<file path="src/rtl/aes_pkg.sv">
// Shared AES constants and the add-round-key controller state type.
package aes_pkg;

  localparam int STATE_BYTES = 16;
  localparam int BYTE_W      = 8;
  localparam int STATE_W     = STATE_BYTES * BYTE_W;

  typedef enum logic [1:0] {
    IDLE,
    RUN,
    DONE
  } ark_state_e;

endpackage

</file>
<file path="src/rtl/GF_Adder.sv">
// GF(2^8) addition of two bytes.
module GF_Adder (
  input  logic [7:0] in1,
  input  logic [7:0] in2,
  output logic [7:0] out
);

  assign out = in1 ^ in2;

endmodule

</file>
<file path="src/rtl/add_round_key_ctrl.sv">
// AddRoundKey engine: LANES bytes per cycle over a captured state/key,
// result published only when all 16 bytes are done.
module add_round_key_ctrl
  import aes_pkg::*;
#(
  parameter int LANES = 1
) (
  input  logic               clk,
  input  logic               rst_n,
  input  logic               in_valid,
  output logic               in_ready,
  input  logic [STATE_W-1:0] state_in,
  input  logic [STATE_W-1:0] key_in,
  output logic               out_valid,
  input  logic               out_ready,
  output logic [STATE_W-1:0] state_out,
  output logic               busy
);

  localparam int N     = STATE_BYTES / LANES;
  localparam int CNT_W = 4;
  localparam logic [CNT_W-1:0] CNT_LAST = CNT_W'(N - 1);
  localparam logic [STATE_W-1:0] BYTE_MASK =
    {{BYTE_W{1'b1}}, {(STATE_W - BYTE_W){1'b0}}};

  if (LANES != 1 && LANES != 2 && LANES != 4 &&
      LANES != 8 && LANES != 16) begin : g_bad_lanes
    $error("add_round_key_ctrl: LANES must be 1, 2, 4, 8 or 16");
  end

  ark_state_e         state_q, state_d;
  logic [CNT_W-1:0]   cnt_q;
  logic [STATE_W-1:0] st_q, key_q, res_q, res_d, out_q;
  logic [STATE_W-1:0] st_sh, key_sh;
  logic [BYTE_W-1:0]  a [LANES];
  logic [BYTE_W-1:0]  b [LANES];
  logic [BYTE_W-1:0]  s [LANES];
  int                 sh_r, sh_w;

  // Shift the addressed byte to the top, then take the top byte.
  always_comb begin
    sh_r   = 0;
    st_sh  = '0;
    key_sh = '0;
    for (int l = 0; l < LANES; l++) begin
      sh_r   = BYTE_W * (int'(cnt_q) * LANES + l);
      st_sh  = st_q << sh_r;
      key_sh = key_q << sh_r;
      a[l]   = st_sh[STATE_W-1 -: BYTE_W];
      b[l]   = key_sh[STATE_W-1 -: BYTE_W];
    end
  end

  for (genvar l = 0; l < LANES; l++) begin : g_lane
    GF_Adder u_add (
      .in1 (a[l]),
      .in2 (b[l]),
      .out (s[l])
    );
  end

  always_comb begin
    sh_w  = 0;
    res_d = res_q;
    for (int l = 0; l < LANES; l++) begin
      sh_w  = BYTE_W * (int'(cnt_q) * LANES + l);
      res_d = (res_d & ~(BYTE_MASK >> sh_w)) |
              ({s[l], {(STATE_W - BYTE_W){1'b0}}} >> sh_w);
    end
  end

  always_comb begin
    state_d = state_q;
    unique case (state_q)
      IDLE:    if (in_valid) state_d = RUN;
      RUN:     if (cnt_q == CNT_LAST) state_d = DONE;
      DONE:    if (out_ready) state_d = IDLE;
      default: state_d = IDLE;
    endcase
  end

  always_ff @(posedge clk or negedge rst_n) begin
    if (!rst_n) begin
      state_q <= IDLE;
      cnt_q   <= '0;
      st_q    <= '0;
      key_q   <= '0;
      res_q   <= '0;
      out_q   <= '0;
    end else begin
      state_q <= state_d;
      if (state_q == IDLE && in_valid) begin
        st_q  <= state_in;
        key_q <= key_in;
        cnt_q <= '0;
      end
      if (state_q == RUN) begin
        res_q <= res_d;
        if (cnt_q != CNT_LAST) begin
          cnt_q <= cnt_q + 1'b1;
        end else begin
          out_q <= res_d;
        end
      end
    end
  end

  assign in_ready  = (state_q == IDLE);
  assign out_valid = (state_q == DONE);
  assign busy      = (state_q != IDLE);
  assign state_out = out_q;

endmodule

</file>
<file path="config.mk">
export PLATFORM = sky130hd
export DESIGN_NAME = add_round_key_ctrl
export DESIGN_NICKNAME = d
export VERILOG_FILES = /design/src/rtl/aes_pkg.sv /design/src/rtl/GF_Adder.sv /design/src/rtl/add_round_key_ctrl.sv
export SDC_FILE = /design/constraint.sdc
export NUM_CORES = 1
export LEC_CHECK = 0
export ABC_AREA = 1
export ABC_CLOCK_PERIOD_IN_PS = 2740
export CORE_ASPECT_RATIO = 1.2
export CORE_MARGIN = 1.5
export CORE_UTILIZATION = 54
export DETAILED_ROUTE_END_ITERATION = 8
export HOLD_SLACK_MARGIN = 0.03
export PLACE_DENSITY = 0.8
export SYNTH_ARGS = -nofsm -noshare
export SYNTH_HDL_FRONTEND = slang
export SYNTH_SLANG_ARGS = --single-unit
</file>
<file path="constraint.sdc">
create_clock -name clk -period 2.74 [get_ports clk]
set_clock_uncertainty 0.05 [all_clocks]
set_input_delay 0.411 -clock clk [delete_from_list [all_inputs] [get_ports clk]]
set_output_delay 0.411 -clock clk [all_outputs]
set_load 0.05 [all_outputs]
</file>
==> results_slide.txt, run 1 <==
Synthesis and Place & Route Summary

Status
  – Outcome: finished, final reports clean

Final timing
  – Worst slew pin tran: about 1200 ps
  – Clock period minus worst slack: 2697 ps
  – Slew headroom: 16.88%
  – # setup viols final: 0
  – Max Fclk: 370.8 MHz
  – Fin. Hold Viols: 0
  – Max Slew Vio Count: 0

Yosys
  – Most frequent cell after synthesis: nand2_1
  – Yosys top cell by area: dfrtp_1
  – Post-Syn Area: around 25,000 um^2
  – Yosys cell types: 32
  – EDFF count, synth: 0
  – Post-synth ARST share: 100.0%
  – Basic Gates by Area: approximately 30%
  – Max-area cell share: between 50% and 60%
  – Syn Inst Count: 2,797
  – Post-Synth AOI/OAI Area: 0.8994%
  – Register share after synthesis: a little over half
  – Avg Cell Area, Syn: between 8 and 9 um^2
  – Synth mux share: ~12%
  – Dominant comb cell: simple AND/OR/NAND/NOR gates
  – Floorplan Nets: 3,063
  – XOR Share, Synth: 0%

Power and ir drop
  – Cell Pwr Density: 1334 nW/um^2
  – Clock group: 7.54 mW
  – Power in combinational cells: 21.5 mW
  – Max VDD drop: 1220 uV
  – Pint: between 20 and 25 mW
  – Sequential Power: ~13 mW
  – Power, Total: roughly 42 mW
  – Reg power frac: a little under a third
  – Clk network pwr share: 18.0%
  – Sw Share: 46.27%
  – Gate power share: between 50% and 60%
  – Leakage power: approximately 16 nW

Critical path
  – Critical path's top delay family: buffers and inverters
  – CP endpoint: in_ready
  – CP cell instances: nor2_1 > clkdlybuf4s50_1
  – Worst setup EP type: output port
  – CP Class: register to output port
  – Critical Path Stages: 2
  – Worst setup SP type: register
  – Flop2flop setup slack: 150 ps
  – CP Buf/Inv Count: 1
  – Critical R2R Launch: cnt_q[2]
  – CP arrival: 2240 ps
  – Worst Setup SP: state_q[0]
  – Slowest CP cell: clkdlybuf4s50_1
  – R2R cell count: 14

Layout
  – Most frequent logic cell in the layout: nand2_1
  – Clock network area share: 5.722%
  – Inserted Diodes: 0
  – Finished Core Util: 68.71%
  – Mi-comb count: 2,025
  – Logic share of the area: 34.28%
  – NonClk Buf Share: 15.22%
  – Layout fillers: 3,436
  – Area Growth Syn to Fin: 26.18%
  – FF+latch area: 12,970 um^2
  – Non-clk bufs: 460
  – Comb gate area: 10,770 um^2
  – Top Layout Cells: nand2_1 (1,340), dfrtp_1 (516), clkdlybuf4s50_1 (389), mux2_2 (256), nand3_1 (164)
  – Non-CTS inverters: 80
  – Nets: about 3.4k
  – Layout sequential cell count: 518

Global routing
  – Initial antenna violation count: 1
  – Grt ovf: 0
  – GR Util All Layers: 32.33%
  – Largest net degree at the start of global routing: roughly 110
  – Vias in the first global route: 21.78k

Die
  – Fp_density: 54.45%
  – Total core area: 45,730 um^2
  – TAP cells: between 600 and 700
  – Die height: 238.2 um
  – I/O pins: 391
  – Die width: 199.0 um

Routing
  – # DRC: 0
  – First-pass DRT Iterations: 6
  – Remaining antenna violation count: 0
  – Wire per inst: 20.03 um
  – Via/cell ratio: 5.647

Job
  – Tool warnings: 32
  – Max-cap violations: 0

Clocking
  – Clk sink count: approximately 520
  – CTS root buffer: clkbuf_16
  – CTS tree: done
  – Clk buf depth: 3

Placement
  – Final GP Congestion: 0.8857
  – Number of port buffers: 390
  – HPWL after detailed placement: a little over 50,000 um

Hold path
  – Hold crit path type: primary input to register
  – Worst Hold End: state_q[1]
[run 1: repair_timing]
item / in CTS / in global routing
gates resized: 1 / 15
buffers inserted: 0 / 2
hold buffers: 1 / 0
hold endpoints to repair: 59 / 0
endpoints found under the setup margin: 1 / 124
cloned: 0 / 3
[run 1: through the flow]
stage	cell area, um^2	hold slack, ps	setup TNS, ps	setup slack, ps	instances
after floorplan	24900	65.41	0	439.1	2797
after global placement	29440	388.7	0	129.9	3693
after detailed placement	29440	392.6	-22.35	-22.35	3693
after CTS	31260	292.9	0	27.54	3787
after global routing	31420	334.0	0	11.55	3792
final	31420	313.0	0	42.91	3792
[run 1: layer usage]
layer	GRT usage [%]	up-vias	share of wire, %
li1	-	9666	-
met1	41.48	10368	38
met2	51.15	1126	47
met3	4.438	252	7.6
met4	21.63	0	7.0
met5	0	-	0
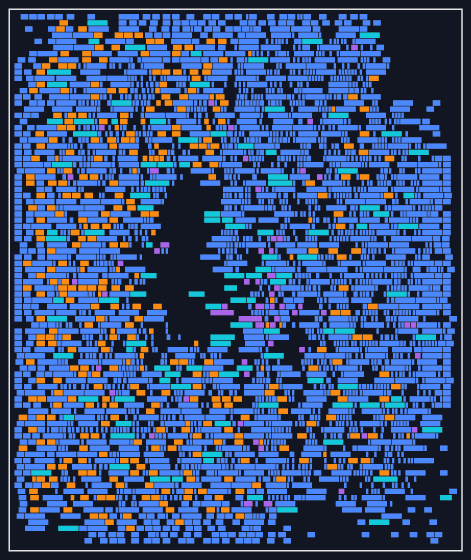
Run 1: cells by drive strength
colour	size	cells	share	most used
purple	x3 and x4	56	1.8%	buf_4
blue	x1 and smaller	2,645	83%	nand2_1
cyan	x6 and larger	112	3.5%	clkbuf_16
orange	x2	363	11%	mux2_2

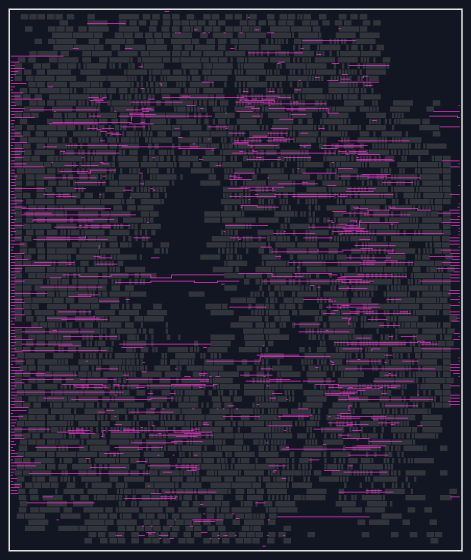
Run 1: met3 routing
Cells faint in the background.
longest straight run	54.7 um
share of all routed wire	7.6%
main direction	horizontal
wire length on this layer	5,750 um
Post-Route WL: 75,970 um
grt met3 use: 4.438%
via count: 21.41k

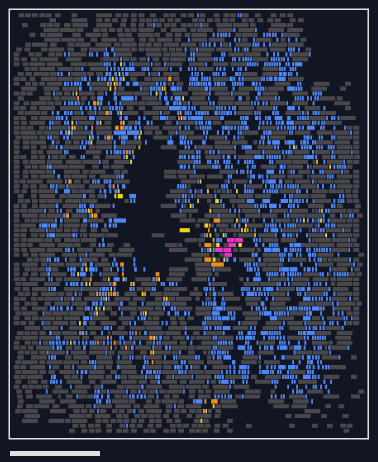
Run 1: logic cells by family
Scale bar: 50 um.
colour	family	cells	most used
magenta	fa/ha/maj cells	6	ha_1
blue	nand cells	1,657	nand2_1
yellow	inv cells	80	inv_1
orange	nor cells	62	nor2_1

Run 1, clock distribution:
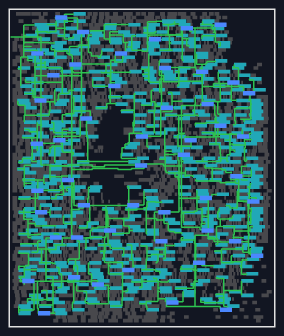

==> inputs of run 2 (changes only) <==
--- a/config.mk
+++ b/config.mk
@@ -11,6 +11,5 @@
 export CORE_MARGIN = 1.5
-export CORE_UTILIZATION = 54
+export CORE_UTILIZATION = 37
 export DETAILED_ROUTE_END_ITERATION = 8
 export HOLD_SLACK_MARGIN = 0.03
-export PLACE_DENSITY = 0.8
 export SYNTH_ARGS = -nofsm -noshare
==> constraint.sdc (replaced) <==
create_clock -name clk -period 2.74 [get_ports clk]
set_clock_uncertainty 0.05 [all_clocks]
set_input_delay 0.548 -clock clk [delete_from_list [all_inputs] [get_ports clk]]
set_output_delay 0.548 -clock clk [all_outputs]
set_load 0.05 [all_outputs]
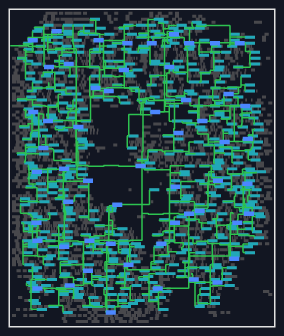
Run 2: clock distribution
[green] clock wires | length: 7,050 um
[blue] clock-net drivers | count: 56
[cyan] flip-flops | count: 518
routed clock nets	57
flops lie	all over the die
Insertion Delay late pin: 620 ps
Clk network pwr share: 18.2%
Clock group: 7.75 mW

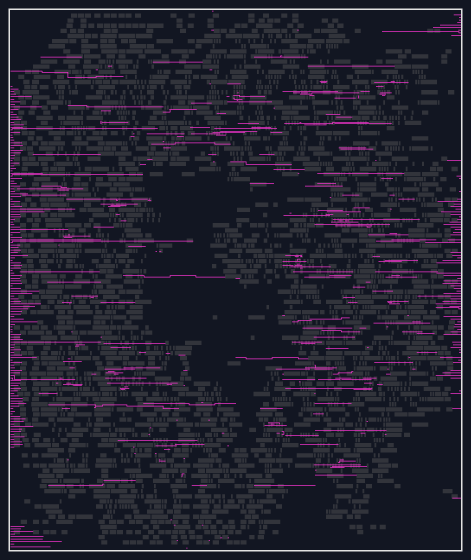
Run 2: met3 routing
Cells faint in the background.
nets with wire on the layer	364
share of all routed wire	5.9%
longest straight run	95.9 um
wire length on this layer	4,770 um
grt met3 use: 3.746%
Post-Route WL: 81,140 um

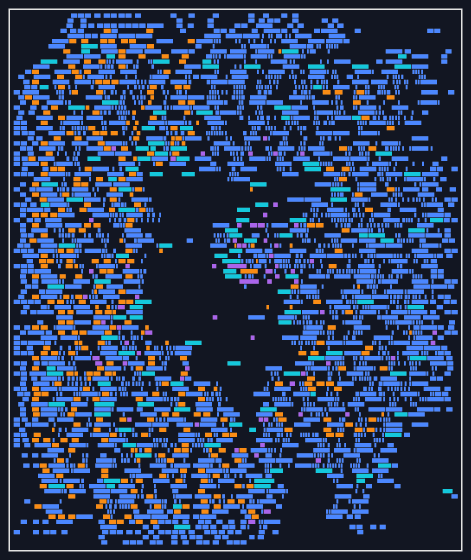
Run 2: cells by drive strength
colour	size	cells	share	most used
cyan	x6 and larger	123	3.8%	clkbuf_16
blue	x1 and smaller	2,637	83%	nand2_1
orange	x2	370	12%	mux2_2
purple	x3 and x4	66	2.1%	buf_4
Non-clk bufs: 469
fin area: 32,100 um^2
setup slack after layout: 105.7 ps
Area Growth Syn to Fin: 28.89%

==> run 2 against run 1 <==
  * Die size increased by 45%
  * Combinational power increased by 3%
  * Flip-flop count unchanged
  * Count of clock-buffer cells in the layout increased by 7
  * Highest routed layer is now met5
  * Critical endpoint is now res_q[2]
==> results_slide.txt, run 2 <==
Synthesis and Place & Route Summary

Yosys
  – Syn Inst Count: 2,797 (unchanged)
  – Dominant comb cell: simple AND/OR/NAND/NOR gates
  – XOR Share, Synth: 0% (unchanged)
  – Yosys cell types: 32 (unchanged)
  – Max-area cell share: 52.06% (unchanged)
  – Yosys top cell by area: dfrtp_1
  – Post-Syn Area: 24,900 um^2 (unchanged)
  – Synth mux share: 11.58% (unchanged)
  – Most frequent cell after synthesis: nand2_1
  – Floorplan Nets: 3,063 (unchanged)
  – Post-Synth AOI/OAI Area: 0.8994% (unchanged)
  – Register share after synthesis: 52.06% (unchanged)
  – EDFF count, synth: 0 (unchanged)
  – Basic Gates by Area: 30.14% (unchanged)
  – Post-synth ARST share: 100.0% (unchanged)

Placement
  – Number of port buffers: 390 (unchanged)
  – Placement Cell Area: 30,020 um^2 (+2.0%)
  – Final GP Congestion: 0.8300 (-6.3%)
  – # placed instances: 3,989 (+8.0%)
  – Pre-CTS WS: -12.25 ps (+10.11 ps)

Layout
  – Inserted Diodes: 4 (+4)
  – FF+latch area: 12,970 um^2 (about the same)
  – Share of layout cells above drive strength 1: around 17%
  – Logic share of the area: 33.71% (-0.57 points)
  – Clock network area share: 5.902% (+0.18 points)
  – Non-CTS inverters: 79 (-1.3%)
  – Top Layout Cells: nand2_1 (1,332), dfrtp_1 (515), clkdlybuf4s50_1 (386), mux2_2 (256), nand3_1 (164)
  – Nets: 3,416 (+0.44%)
  – Final Instance Count excl. Fillers: 4,101 (+8.1%)
  – NonClk Buf Share: 15.43% (+0.21 points)
  – Most frequent logic cell in the layout: nand2_1
  – Mi-comb count: 2,026 (+0.049%)
  – Comb gate area: 10,820 um^2 (+0.44%)
  – Finished Core Util: 47.99% (-21 points)

Global routing
  – GRT busiest layer: met2
  – Grt ovf: 0 (unchanged)
  – Largest net degree at the start of global routing: 147 (+30%)
  – Vias in the first global route: 21.07k (-3.3%)
  – Initial antenna violation count: 8 (+7)
  – GR Util All Layers: 23.34% (-9.0 points)
  – Met2 usage: 38.91% (-12 points)

Status
  – Outcome: finished, final reports clean

Job
  – Max-cap violations: 0 (unchanged)
  – Tool warnings: 33 (+3.1%)

Final timing
  – Worst slew pin tran: 788.1 ps (-458.7 ps)
  – # setup viols final: 0 (unchanged)
  – Fin. Hold Viols: 0 (unchanged)
  – Slew headroom: 47.46% (+31 points)
  – Setup TNS: 0 ps (unchanged)
  – Clock period minus worst slack: 2634 ps (-62.78 ps)
  – Hold Slack: 427.9 ps (+114.8 ps)
  – Max Fclk: 379.6 MHz (+2.4%)

Die
  – Fp_density: 37.23% (-17 points)
  – I/O pins: 391 (unchanged)
  – TAP cells: 901 (+46%)
  – Die height: 287.2 um (+21%)
  – Die width: 239.8 um (+20%)

Routing
  – # DRC: 0 (unchanged)
  – Met1 wire length: 34,100 um (+18%)
  – Max Used Layer: met5
  – Met3 WL: 4769 um (-17%)
  – Wire per inst: 19.78 um (-1.2%)
  – Remaining antenna violation count: 0 (unchanged)
  – Via/cell ratio: 5.060 (-10%)
  – Met2 WL: 39,370 um (+9.3%)
  – First-pass DRT Iterations: 7 (+1)

Critical path
  – CP cell instances: inv_16 > buf_12 > buf_6 > nand2_1 > nand3_1 > nand2_1 > nor2_2 > nor2_1 > nand2_4 > nand2_8 > nand2_1 > o21ai_0 > nand2_1 > o21ai_0
  – CP Class: register to register
  – Worst setup SP type: register
  – Worst setup EP type: register
  – Critical path's top delay family: simple AND/OR/NAND/NOR gates
  – Flop2flop setup slack: 110 ps (-40 ps)
  – R2R cell count: 14 (unchanged)
  – Critical R2R Launch: cnt_q[0]
  – CP arrival: 3040 ps (+800 ps)
  – Slowest CP cell: dfrtp_4

Hold path
  – Hold depth: 2
  – Hold crit path type: register to register
  – Worst Hold End: state_out[61]

Clocking
  – CTS tree: done
  – Clk buf depth: 3 (unchanged)
  – CTS Hold Buffers Added: 1 (unchanged)
  – CTS root buffer: clkbuf_16
  – Resize count post-CTS: 4 (+3)
  – Setup repair bufs after CTS: 0 (unchanged)

Power and ir drop
  – Power, Total: 42.60 mW (+1.6%)
  – Leakage power: 15.81 nW (+0.89%)
  – Max VDD drop: 727.7 uV (-40%)
## run 2: cell counts after synthesis
No cell type changed its count.
## run 2: worst max-delay path by stage
stage                    start         to  slack (ps)  cells after the start
floorplan           state_q[0]   st_q[81]         440                      5
global placement      cnt_q[0]   res_q[2]          10                     14
detailed placement    cnt_q[0]   res_q[2]         -10                     14
CTS                   cnt_q[0]   res_q[2]          20                     14
global route          cnt_q[0]  res_q[18]          -1                     15
finish                cnt_q[0]   res_q[2]         110                     14
## run 2: cells by family after synthesis
logic type      after synthesis
mux                         256
fa+ha+maj                     6
compound gates               44
buf+inv                     254
flops                       518
simple gates               1719
## run 2: where the power goes
group          internal (mW)  leakage (nW)  switching [mW]
registers               10.9          6.52            1.87
clock network           4.50         0.929            3.25
logic                   7.43          8.36            14.6
total                   22.9          15.8            19.7
Run 2, logic cells by family:
Scale bar: 50 um.
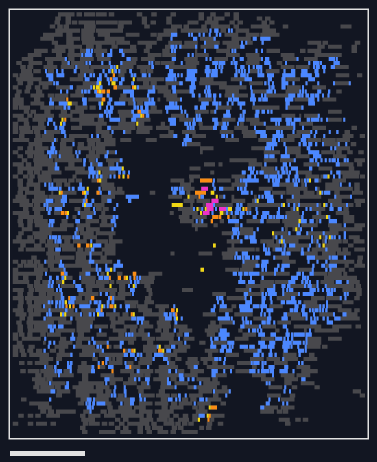

==> inputs of run 3 (changes only) <==
==> constraint.sdc (replaced) <==
create_clock -name clk -period 2.74 [get_ports clk]
set_clock_uncertainty 0.05 [all_clocks]
set_input_delay 0.411 -clock clk [delete_from_list [all_inputs] [get_ports clk]]
set_output_delay 0.411 -clock clk [all_outputs]
set_load 0.05 [all_outputs]
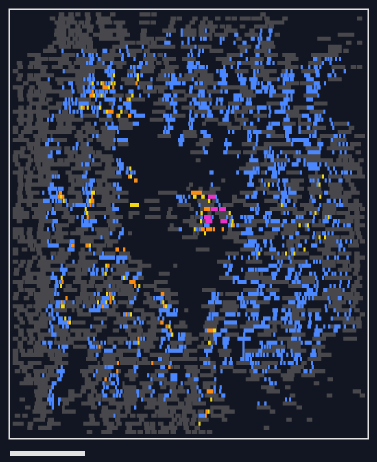
Run 3: logic cells by family
Scale bar: 50 um.
colour	family	cells	most used
blue	nand cells	1,659	nand2_1
magenta	fa/ha/maj cells	6	ha_1
orange	nor cells	62	nor2_1
yellow	inv cells	79	inv_1
Final Instance Count excl. Fillers: 4,092
most frequent logic cell in the layout: nand2_1
logic share of the area: 33.82%

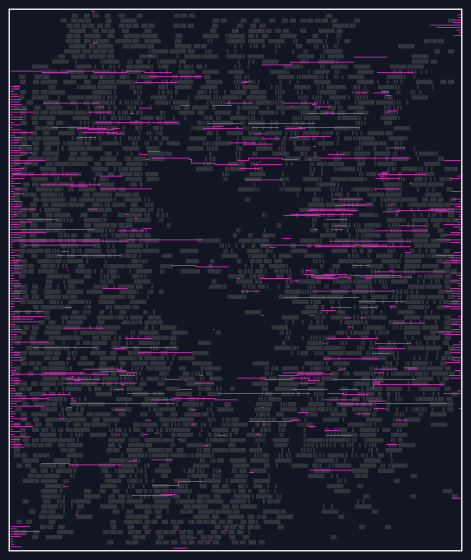
Run 3: met3 routing
Cells faint in the background.
nets with wire on the layer	365
main direction	horizontal
wire length on this layer	4,700 um
share of all routed wire	5.7%
Post-Route WL: 82,360 um
via count: 20.77k
grt met3 use: 3.438%

==> run 3 against run 2 <==
  * Combinational power hardly changed
  * Utilization hardly changed
  * Non-clock buffer count is 2 lower
  * Count of clock-buffer cells in the layout is 3 lower
  * Final cell count is 0.22% lower
  * Critical endpoint is now state_out[74]
  * Die size stayed put
==> results_slide.txt, run 3 <==
Synthesis and Place & Route Summary

Critical path
  – Worst-path fanout max: 128
  – Critical R2R Launch: cnt_q[0]
  – Worst setup SP type: register
  – Worst setup EP type: register
  – CP arrival: 3190 ps (+150 ps)
  – Slowest CP cell: dfrtp_4
  – Critical path's top delay family: buffers and inverters
  – CP Buf/Inv Count: 2
  – CP cell instances: buf_12 > ha_1 > nand2_1 > nor2_4 > buf_12 > nand2_1 > nand2_1
  – Worst Setup SP: cnt_q[0]
  – CP Class: register to register
  – Req. time, crit path: 3220 ps

Global routing
  – Largest net degree at the start of global routing: 147 (unchanged)
  – GRT busiest layer: met2
  – Grt ovf: 0 (unchanged)
  – Vias in the first global route: 20.82k (-1.2%)
  – GR Util All Layers: 23.48% (+0.14 points)
  – Initial antenna violation count: 3 (-5)
  – Met2 usage: 38.98% (+0.065 points)

Yosys
  – Max-area cell share: 52.06% (unchanged)
  – Syn Inst Count: 2,797 (unchanged)
  – XOR Share, Synth: 0% (unchanged)
  – Register share after synthesis: 52.06% (unchanged)
  – Top cells, area: dfrtp_1 (52%), nand2_1 (20%), mux2_2 (12%)
  – EDFF count, synth: 0 (unchanged)
  – Yosys top cell by area: dfrtp_1
  – Synth cell count leaders: nand2_1 (1,341), dfrtp_1 (518), mux2_2 (256), nand3_1 (164), inv_1 (73)
  – Post-Syn Area: 24,900 um^2 (unchanged)
  – Synth mux share: 11.58% (unchanged)
  – Dominant comb cell: simple AND/OR/NAND/NOR gates
  – Basic Gates by Area: 30.14% (unchanged)
  – Adder-cell share of the synthesized area: 0.3015%
  – Yosys cell count: 2,797
  – Avg Cell Area, Syn: approximately 8.9 um^2
  – Floorplan Nets: 3,063 (unchanged)
  – Post-synth ARST share: 100.0% (unchanged)
  – Commonest flop: dfrtp_1
  – Post-Synth AOI/OAI Area: 0.8994% (unchanged)
  – Yosys cell types: 32 (unchanged)
  – Most frequent cell after synthesis: nand2_1

Power and ir drop
  – Sequential Power: 12.8 mW (about the same)
  – Max VDD drop: 743.2 uV (+2.1%)
  – Power, Total: 43.11 mW (+1.2%)
  – Leakage power: 15.82 nW (about the same)
  – Clk network pwr share: 18.2% (about the same)
  – Sw Pwr: 20.01 mW (+1.3%)
  – Power in combinational cells: 22.4 mW (about the same)
  – Gate power share: 52.1% (+0.3 points)
  – Sw Share: 46.41% (+0.054 points)
  – Reg power frac: 29.7% (-0.3 points)
  – Biggest consumer: combinational cells
  – Pint: 23.10 mW (+1.1%)
  – Clock group: 7.86 mW (+1%)

Hold path
  – Hold crit path type: primary input to register
  – Hold_sp: out_ready

Layout
  – Area Growth Syn to Fin: 28.92% (about the same)
  – Share of layout cells above drive strength 1: 17.15% (-0.34 points)
  – Nets: 3,414 (-0.059%)
  – Fin area: 32,100 um^2 (about the same)
  – Top Layout Cells: nand2_1 (1,334), dfrtp_1 (516), clkdlybuf4s50_1 (387), mux2_2 (256), nand3_1 (164)
  – Finished Core Util: 48.00% (about the same)

Clocking
  – Insertion Delay late pin: 600 ps (-20 ps)
  – Clk buf depth: 3 (unchanged)
  – Resize count post-CTS: 3 (-1)
  – CTS clock-pin slew for the worst setup and hold paths: roughly 60 ps
  – Clk sink count: 518
  – CTS Hold Buffers Added: 1 (unchanged)
  – CTS tree: done
  – Setup repair bufs after CTS: 0 (unchanged)
  – CTS root buffer: clkbuf_16

Placement
  – # placed instances: 3,982 (-0.18%)
  – Placement Cell Area: 29,920 um^2 (-0.34%)
  – Pre-CTS WS: -27.30 ps (-15.05 ps)
  – Number of port buffers: 390 (unchanged)
  – Final GP Congestion: 0.8560 (+3.1%)

Routing
  – Met3 WL: 4704 um (-1.4%)
  – First-pass DRT Iterations: 6 (-1)
  – Via/cell ratio: 5.076 (+0.31%)
  – Max Used Layer: met5
  – Met2 WL: 39,870 um (+1.3%)
  – First-iteration detailed-routing DRC count: 1,592
  – # DRC: 0 (unchanged)
  – Wire per inst: 20.13 um (+1.7%)
  – Met1 wire length: 34,590 um (+1.4%)
  – Remaining antenna violation count: 0 (unchanged)

Final timing
  – Clock period minus worst slack: 2711 ps (+76.70 ps)
  – Max Fclk: 368.9 MHz (-2.8%)
  – Setup TNS: 0 ps (unchanged)
  – Slew headroom: 9.892% (-38 points)
  – Worst slew pin tran: 1352 ps (+563.5 ps)
  – Setup slack after layout: 28.98 ps (-76.70 ps)
  – Fin. Hold Viols: 0 (unchanged)
  – # setup viols final: 0 (unchanged)
  – Hold Slack: 318.6 ps (-109.3 ps)

Status
  – Outcome: finished, final reports clean

Die
  – Die height: 287.2 um (unchanged)
  – Die ar.: ~69,000 um^2
  – Total core area: 66,880 um^2
  – Die width: 239.8 um (unchanged)
  – I/O pins: 391 (unchanged)
  – Fp_density: 37.23% (unchanged)

Job
  – Max-cap violations: 0 (unchanged)
  – Tool warnings: 36 (+9.1%)
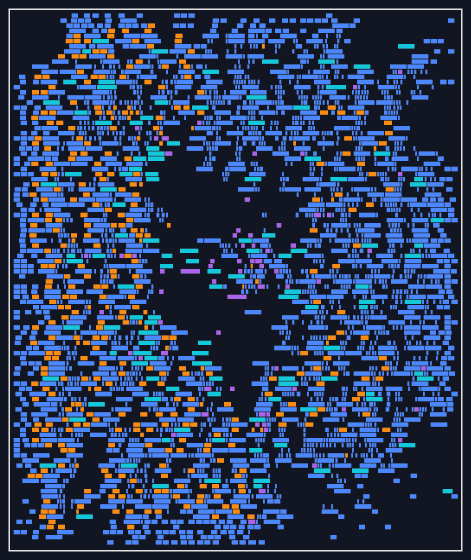
Run 3: cells by drive strength
colour	size	cells	share	most used
blue	x1 and smaller	2,643	83%	nand2_1
purple	x3 and x4	65	2.0%	buf_4
cyan	x6 and larger	119	3.7%	clkbuf_16
orange	x2	363	11%	mux2_2

run 3: path summary, 6_finish.rpt:
check / depth (start not counted) / slack, ps / end
worst min register to register: 2 / 430 / res_q[19]
worst max-delay path: 7 / 30 / state_out[74]
min in group asynchronous: 2 / 330 / state_out[102]
max in group asynchronous: 3 / 1340 / state_out[32]
worst max register to register: 7 / 30 / state_out[74]
worst min-delay path: 2 / 320 / state_q[1]
run 3: cell type report:
class	count	area, um^2
fill	6319	34780
sequential	518	12970
multi-input combinational	2027	10860
timing repair buffer	467	4931
clock buffer	75	1584
tap	901	1127
inverter	79	317.8
clock inverter	24	312.8
antenna	1	2.502
run 3: logic make-up after synthesis:
logic type	after synthesis
muxes	256
adders and majority gates	6
AOI/OAI and AO/OA	44
and+or+nand+nor	1719
buffers and inverters	254
DFF	518
No activity file was given, so power comes from the tool's default toggle rates.
